## src/rtl/maze_mapper_pipe.sv

```systemverilog
// -----------------------------------------------------------------------------
// maze_mapper_pipe
//   Holds a MAZE_X x MAZE_Y tile map that the update receiver writes over a
//   valid/ready port. The map is rendered to VGA through a 2-stage registered
//   pixel pipeline. After reset every tile is swept to zero. The tile that
//   was previously marked "current" loses its current bit automatically.
//   Updates with out-of-range coordinates are dropped and counted.
//
// Ports
//   CLK        system / pixel clock
//   RESET_N    synchronous active-low reset
//   DATA_IN    update word {x, y, payload[10:0]}
//   DATA_VAL   update valid
//   DATA_RDY   update ready; a transfer happens when DATA_VAL && DATA_RDY
//   PIXEL_X    current pixel column
//   PIXEL_Y    current pixel row
//   COLOR_OUT  RGB332 pixel, two cycles after PIXEL_X/PIXEL_Y
//   DONE       sticky done flag
//   ERR_CNT    saturating count of rejected updates
// -----------------------------------------------------------------------------
module maze_mapper_pipe #(
    parameter int MAZE_X    = 4,
    parameter int MAZE_Y    = 5,
    parameter int X_BITS    = 2,
    parameter int Y_BITS    = 3,
    parameter int TILE_SIZE = 70,
    parameter int WALL_PX   = 3,
    parameter int IR_BUF    = 20,
    parameter int FLIP_Y    = 1,
    parameter int BANNER_X0 = 500,
    parameter int BANNER_X1 = 550
) (
    input  logic                       CLK,
    input  logic                       RESET_N,
    input  logic [X_BITS+Y_BITS+10:0]  DATA_IN,
    input  logic                       DATA_VAL,
    output logic                       DATA_RDY,
    input  logic [9:0]                 PIXEL_X,
    input  logic [9:0]                 PIXEL_Y,
    output logic [7:0]                 COLOR_OUT,
    output logic                       DONE,
    output logic [7:0]                 ERR_CNT
);
    localparam int N_TILES = MAZE_X * MAZE_Y;
    localparam int ADDR_W  = (N_TILES > 1) ? $clog2(N_TILES) : 1;

    localparam logic [1:0] S_INIT = 2'd0;
    localparam logic [1:0] S_IDLE = 2'd1;
    localparam logic [1:0] S_CLR  = 2'd2;

    function automatic logic [ADDR_W-1:0] tile_addr(input int x, input int y);
        int a;
        a = y * MAZE_X + x;
        return a[ADDR_W-1:0];
    endfunction

    // ---------------------------------------------------------------- update FSM
    logic [10:0]        mem_q [N_TILES];
    logic [1:0]         state_q, state_d;
    logic [ADDR_W-1:0]  sweep_q, sweep_d;
    logic               cur_valid_q, cur_valid_d;
    logic [X_BITS-1:0]  cur_x_q, cur_x_d, old_x_q, old_x_d;
    logic [Y_BITS-1:0]  cur_y_q, cur_y_d, old_y_q, old_y_d;
    logic               done_q, done_d;
    logic [7:0]         err_q, err_d;

    logic               mem_we;
    logic [ADDR_W-1:0]  mem_waddr;
    logic [10:0]        mem_wdata;

    logic [X_BITS-1:0]  upd_x;
    logic [Y_BITS-1:0]  upd_y;
    logic [10:0]        payload;
    logic               xfer, in_range, same_as_cur;
    logic [ADDR_W-1:0]  old_addr;

    assign upd_x       = DATA_IN[X_BITS+Y_BITS+10 -: X_BITS];
    assign upd_y       = DATA_IN[Y_BITS+10 -: Y_BITS];
    assign payload     = DATA_IN[10:0];
    assign DATA_RDY    = (state_q == S_IDLE);
    assign xfer        = DATA_VAL && DATA_RDY;
    // Compare at integer width so the check survives a field wider than the map.
    assign in_range    = (int'(upd_x) < MAZE_X) && (int'(upd_y) < MAZE_Y);
    assign same_as_cur = (upd_x == cur_x_q) && (upd_y == cur_y_q);
    assign old_addr    = tile_addr(int'(old_x_q), int'(old_y_q));

    always_comb begin
        // NOTE: every signal gets a default first so no path leaves it unassigned (no latch).
        state_d     = state_q;
        sweep_d     = sweep_q;
        cur_valid_d = cur_valid_q;
        cur_x_d     = cur_x_q;
        cur_y_d     = cur_y_q;
        old_x_d     = old_x_q;
        old_y_d     = old_y_q;
        done_d      = done_q;
        err_d       = err_q;
        mem_we      = 1'b0;
        mem_waddr   = '0;
        mem_wdata   = '0;

        case (state_q)
            S_INIT: begin
                mem_we    = 1'b1;
                mem_waddr = sweep_q;
                if (sweep_q == ADDR_W'(N_TILES - 1)) begin
                    state_d = S_IDLE;
                    sweep_d = '0;
                end else begin
                    sweep_d = sweep_q + 1'b1;
                end
            end
            S_IDLE: begin
                if (xfer) begin
                    if (!in_range) begin
                        if (err_q != 8'hFF) err_d = err_q + 8'd1;
                    end else begin
                        mem_we    = 1'b1;
                        mem_waddr = tile_addr(int'(upd_x), int'(upd_y));
                        mem_wdata = payload;
                        if (payload[0]) done_d = 1'b1;
                        if (payload[1]) begin
                            // A new current tile elsewhere: strip the old tile's flag next cycle.
                            if (cur_valid_q && !same_as_cur) begin
                                old_x_d = cur_x_q;
                                old_y_d = cur_y_q;
                                state_d = S_CLR;
                            end
                            cur_x_d     = upd_x;
                            cur_y_d     = upd_y;
                            cur_valid_d = 1'b1;
                        end else if (same_as_cur) begin
                            cur_valid_d = 1'b0;
                        end
                    end
                end
            end
            S_CLR: begin
                mem_we    = 1'b1;
                mem_waddr = old_addr;
                mem_wdata = mem_q[old_addr] & ~11'h002;
                state_d   = S_IDLE;
            end
            default: state_d = S_INIT;
        endcase
    end

    // NOTE: sequential state uses non-blocking assignments so every register samples pre-edge values.
    always_ff @(posedge CLK) begin
        if (!RESET_N) begin
            state_q     <= S_INIT;
            sweep_q     <= '0;
            cur_valid_q <= 1'b0;
            cur_x_q     <= '0;
            cur_y_q     <= '0;
            old_x_q     <= '0;
            old_y_q     <= '0;
            done_q      <= 1'b0;
            err_q       <= 8'd0;
        end else begin
            state_q     <= state_d;
            sweep_q     <= sweep_d;
            cur_valid_q <= cur_valid_d;
            cur_x_q     <= cur_x_d;
            cur_y_q     <= cur_y_d;
            old_x_q     <= old_x_d;
            old_y_q     <= old_y_d;
            done_q      <= done_d;
            err_q       <= err_d;
        end
    end

    // NOTE: the tile memory has no reset; the INIT sweep zeroes it instead.
    always_ff @(posedge CLK) begin
        if (mem_we) mem_q[mem_waddr] <= mem_wdata;
    end

    assign DONE    = done_q;
    assign ERR_CNT = err_q;

    // ---------------------------------------------------------- render stage 1
    logic [9:0] py, tx_c, ty_c;
    logic [9:0] s1_tx_q, s1_ty_q, s1_ox_q, s1_oy_q;
    logic       s1_in_maze_q, s1_banner_q;

    assign py   = (FLIP_Y != 0) ? (10'd479 - PIXEL_Y) : PIXEL_Y;
    assign tx_c = PIXEL_X / 10'(TILE_SIZE);
    assign ty_c = py / 10'(TILE_SIZE);

    always_ff @(posedge CLK) begin
        if (!RESET_N) begin
            s1_tx_q      <= '0;
            s1_ty_q      <= '0;
            s1_ox_q      <= '0;
            s1_oy_q      <= '0;
            s1_in_maze_q <= 1'b0;
            s1_banner_q  <= 1'b0;
        end else begin
            s1_tx_q      <= tx_c;
            s1_ty_q      <= ty_c;
            s1_ox_q      <= PIXEL_X - tx_c * 10'(TILE_SIZE);
            s1_oy_q      <= py - ty_c * 10'(TILE_SIZE);
            s1_in_maze_q <= (int'(PIXEL_X) < MAZE_X * TILE_SIZE) && (int'(py) < MAZE_Y * TILE_SIZE);
            s1_banner_q  <= (int'(PIXEL_X) >= BANNER_X0) && (int'(PIXEL_X) <= BANNER_X1);
        end
    end

    // ---------------------------------------------------------- render stage 2
    logic [ADDR_W-1:0] rd_addr;
    logic [10:0]       rd_word;
    logic [7:0]        color_d, color_q;
    logic              unused_rd_bits;

    // Out-of-maze pixels may carry tile indices past the map; park them on tile 0.
    assign rd_addr        = s1_in_maze_q ? tile_addr(int'(s1_tx_q), int'(s1_ty_q)) : '0;
    assign rd_word        = mem_q[rd_addr];
    assign unused_rd_bits = ^{rd_word[8:7], rd_word[0]};

    always_comb begin
        color_d = 8'h00;
        if (s1_in_maze_q) begin
            if (rd_word[1])      color_d = 8'hF0;
            else if (rd_word[2]) color_d = 8'hFF;
            else                 color_d = 8'h49;

            // Only the first matching edge region is considered, even near corners.
            if (s1_ox_q < 10'(WALL_PX)) begin
                if (rd_word[6]) color_d = 8'hA0;
            end else if (s1_ox_q >= 10'(TILE_SIZE - WALL_PX)) begin
                if (rd_word[4]) color_d = 8'hA0;
            end else if (s1_oy_q < 10'(WALL_PX)) begin
                if (rd_word[5]) color_d = 8'hA0;
            end else if (s1_oy_q >= 10'(TILE_SIZE - WALL_PX)) begin
                if (rd_word[3]) color_d = 8'hA0;
            end

            if (s1_ox_q >= 10'(IR_BUF) && s1_ox_q < 10'(TILE_SIZE - IR_BUF) &&
                s1_oy_q >= 10'(IR_BUF) && s1_oy_q < 10'(TILE_SIZE - IR_BUF)) begin
                case (rd_word[10:9])
                    2'b01:   color_d = 8'hE0;
                    2'b10:   color_d = 8'h1C;
                    2'b11:   color_d = 8'h03;
                    default: ;
                endcase
            end
        end
        if (done_q && s1_banner_q) color_d = 8'h18;
    end

    always_ff @(posedge CLK) begin
        if (!RESET_N) color_q <= 8'h00;
        else          color_q <= color_d;
    end

    assign COLOR_OUT = color_q;

endmodule

```

## config.mk

```make
export PLATFORM = sky130hd
export DESIGN_NAME = maze_mapper_pipe
export DESIGN_NICKNAME = d
export VERILOG_FILES = /design/src/rtl/maze_mapper_pipe.sv
export SDC_FILE = /design/constraint.sdc
export NUM_CORES = 1
export LEC_CHECK = 0
export ABC_CLOCK_PERIOD_IN_PS = 7150
export CAP_MARGIN = 40
export CORE_MARGIN = 2
export CORE_UTILIZATION = 55
export CTS_BUF_LIST = sky130_fd_sc_hd__clkbuf_16
export DETAILED_ROUTE_END_ITERATION = 12
export PLACE_DENSITY = 0.78
export SLEW_MARGIN = 10
export SYNTH_ARGS = -nofsm -noshare
export SYNTH_HDL_FRONTEND = slang
export SYNTH_SLANG_ARGS = --single-unit
```

## constraint.sdc

```tcl
create_clock -name CLK -period 7.15 [get_ports CLK]
set_input_delay 1.0725 -clock CLK [delete_from_list [all_inputs] [get_ports CLK]]
set_output_delay 1.0725 -clock CLK [all_outputs]
set_load 0.1 [all_outputs]
```

==> run_1/io_fan.png <==
Scale: 2 px per um.
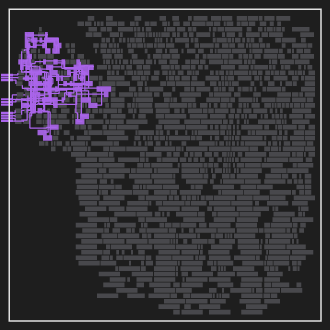
Key: purple = `PIXEL_X` [bits 10, direction input, edge left, end cells 85, buffers 17, wire 1060 um]
count of boundary I/O pins: 57
port bufs: 54

==> run_1/placement.png <==
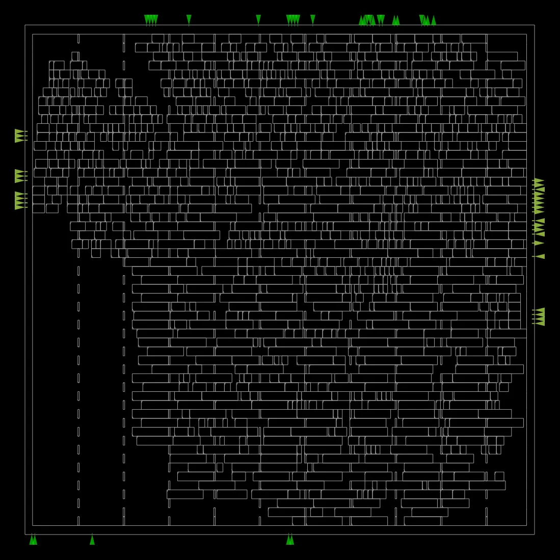
Tapcells: 285
Filler Cell Count: 1630
post-layout utilization of the core: 64.86%
final cell count without fillers: 1473
register fraction of the total cell area: 41.59%

==> metrics.csv, run 1 <==
stage,metric,value,unit
grt,met3_usage,5.320,%
outcome,status,completed,
cells_and_area,comb_area_share,41.90,%
clocking,cts_tree,yes,
synth,ys.flops,223,
power_and_ir_drop,worst_ir_drop_vdd,0.0001732,V
power_and_ir_drop,seq-power,1.51,mW
drt,avgViaCountPerCell,6.417,
setup_path,timing.critical_path.max_delay_family,AND-OR/OR-AND gates,
synth,synth_area,12560,um^2
synth,synth-area-yosys,12560,um^2
setup_path,timing_worst_setup_path_type,in -> reg,
cells_and_area,multiInputGateArea,6116,um^2
grt,grt_use_met2,45.31,%
power_and_ir_drop,p_seq_share,42.9,%
synth,yosysMostFrequentCell,sky130_fd_sc_hd__edfxtp_1,
setup_path,rr_worst_depth,12,
floorplan,floorplan.core_util,55.82,%
drt,routed-wl-met2,15.70,mm
grt,maximum_number_of_pins_on_one_net_before_global_route_repair,60,
synth,synthesis.nets,1173,
synth,synth-edff-count,160,
synth,syn-instance-count,1086,
drt,wl,32.07,mm
place,pre_cts_slack,237.6,ps
synth,synth.largest_area_cell,sky130_fd_sc_hd__edfxtp_1,
floorplan,fp.dieArea,24070,um^2
clocking,clk_root_buffer_cell,sky130_fd_sc_hd__clkbuf_16,
worst_hold_path,worstHoldEndpoint,cur_y_q[0],
drt,number_of_drc_violations_after_detailed_routing,0,
==> run_1/io_placement.png <==
Scale: 3 px per um. Pins as bars across the die edge, other pins in gray.
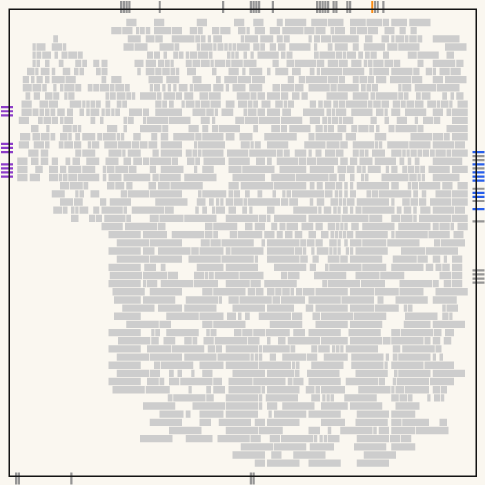
Key: orange = `RESET_N` [pins 1, direction input, edge top]; purple = `PIXEL_X` [pins 10, direction input, edge left]; blue = `COLOR_OUT` [pins 8, direction output, edge right]
All pins by edge: 24 top, 18 right, 10 left, 5 bottom.
die height: 155.1 um
horizontal die dimension: 155.1 um

==> run 2: changes to the inputs <==
--- a/config.mk
+++ b/config.mk
@@ -11,6 +11,7 @@
 export CORE_UTILIZATION = 55
 export CTS_BUF_LIST = sky130_fd_sc_hd__clkbuf_16
 export DETAILED_ROUTE_END_ITERATION = 12
+export GPL_ROUTABILITY_DRIVEN = 0
 export PLACE_DENSITY = 0.78
 export SLEW_MARGIN = 10
 export SYNTH_ARGS = -nofsm -noshare
==> run_2/io_fan.png <==
Scale: 2 px per um.
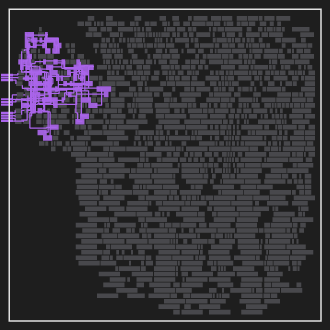
Key: purple = `PIXEL_X` [bits 10, direction input, edge left, end cells 85, buffers 17, wire 1060 um]

==> run_2/sizes.png <==
Scale: 3 px per um.
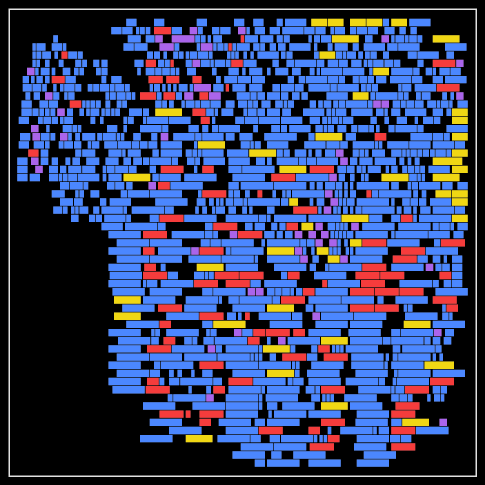
Key: yellow = _6 and larger [cells 48]; purple = _3 and _4 cells [cells 53]; blue = _0 and _1 cells [cells 988]; red = _2 cells [cells 99]
Design Area, Final: 14600 um^2
crit path setup slack, layout: 758.0 ps
Non-clock buffers: 123
Area Overhead vs Synth: 16.18%

==> metrics.csv, run 2 <==
stage,metric,value,unit,change
synth,yosysMostFrequentCell,sky130_fd_sc_hd__edfxtp_1,,unchanged
outcome,status,completed,,unchanged
cells_and_area,multiInputGateArea,6116,um^2,unchanged
cells_and_area,layout.core_utilization,64.86,%,unchanged
synth,synth-area-yosys,12560,um^2,unchanged
cells_and_area,final_cells,1473,,unchanged
grt,met3_usage,5.320,%,unchanged
power_and_ir_drop,p_seq_share,42.9,%,about the same
floorplan,num_tap_cells,285,,unchanged
floorplan,dieWidth,155.1,um,unchanged
power_and_ir_drop,seq-power,1.51,mW,about the same
synth,synthesis.nets,1173,,unchanged
drt,avgViaCountPerCell,6.417,,unchanged
place,pre_cts_slack,237.6,ps,unchanged
setup_path,rr_worst_depth,12,,unchanged
setup_path,timing_worst_setup_path_type,in -> reg,,unchanged
cells_and_area,comb_area_share,41.90,%,unchanged
synth,synth_area,12560,um^2,unchanged
floorplan,fp.dieArea,24070,um^2,unchanged
synth,synth-edff-count,160,,unchanged
place,place.port_buffers,54,,unchanged
grt,grt_use_met2,45.31,%,unchanged
clocking,cts_tree,yes,,unchanged
setup_path,timing.critical_path.max_delay_family,AND-OR/OR-AND gates,,unchanged
floorplan,io_pins,57,,unchanged
floorplan,floorplan.core_util,55.82,%,unchanged
synth,synth.largest_area_cell,sky130_fd_sc_hd__edfxtp_1,,unchanged
synth,ys.flops,223,,unchanged
cells_and_area,filler_cell_count,1630,,unchanged
grt,maximum_number_of_pins_on_one_net_before_global_route_repair,60,,unchanged
floorplan,die_height,155.1,um,unchanged
drt,number_of_drc_violations_after_detailed_routing,0,,unchanged
Power and IR drop assume default switching activity.
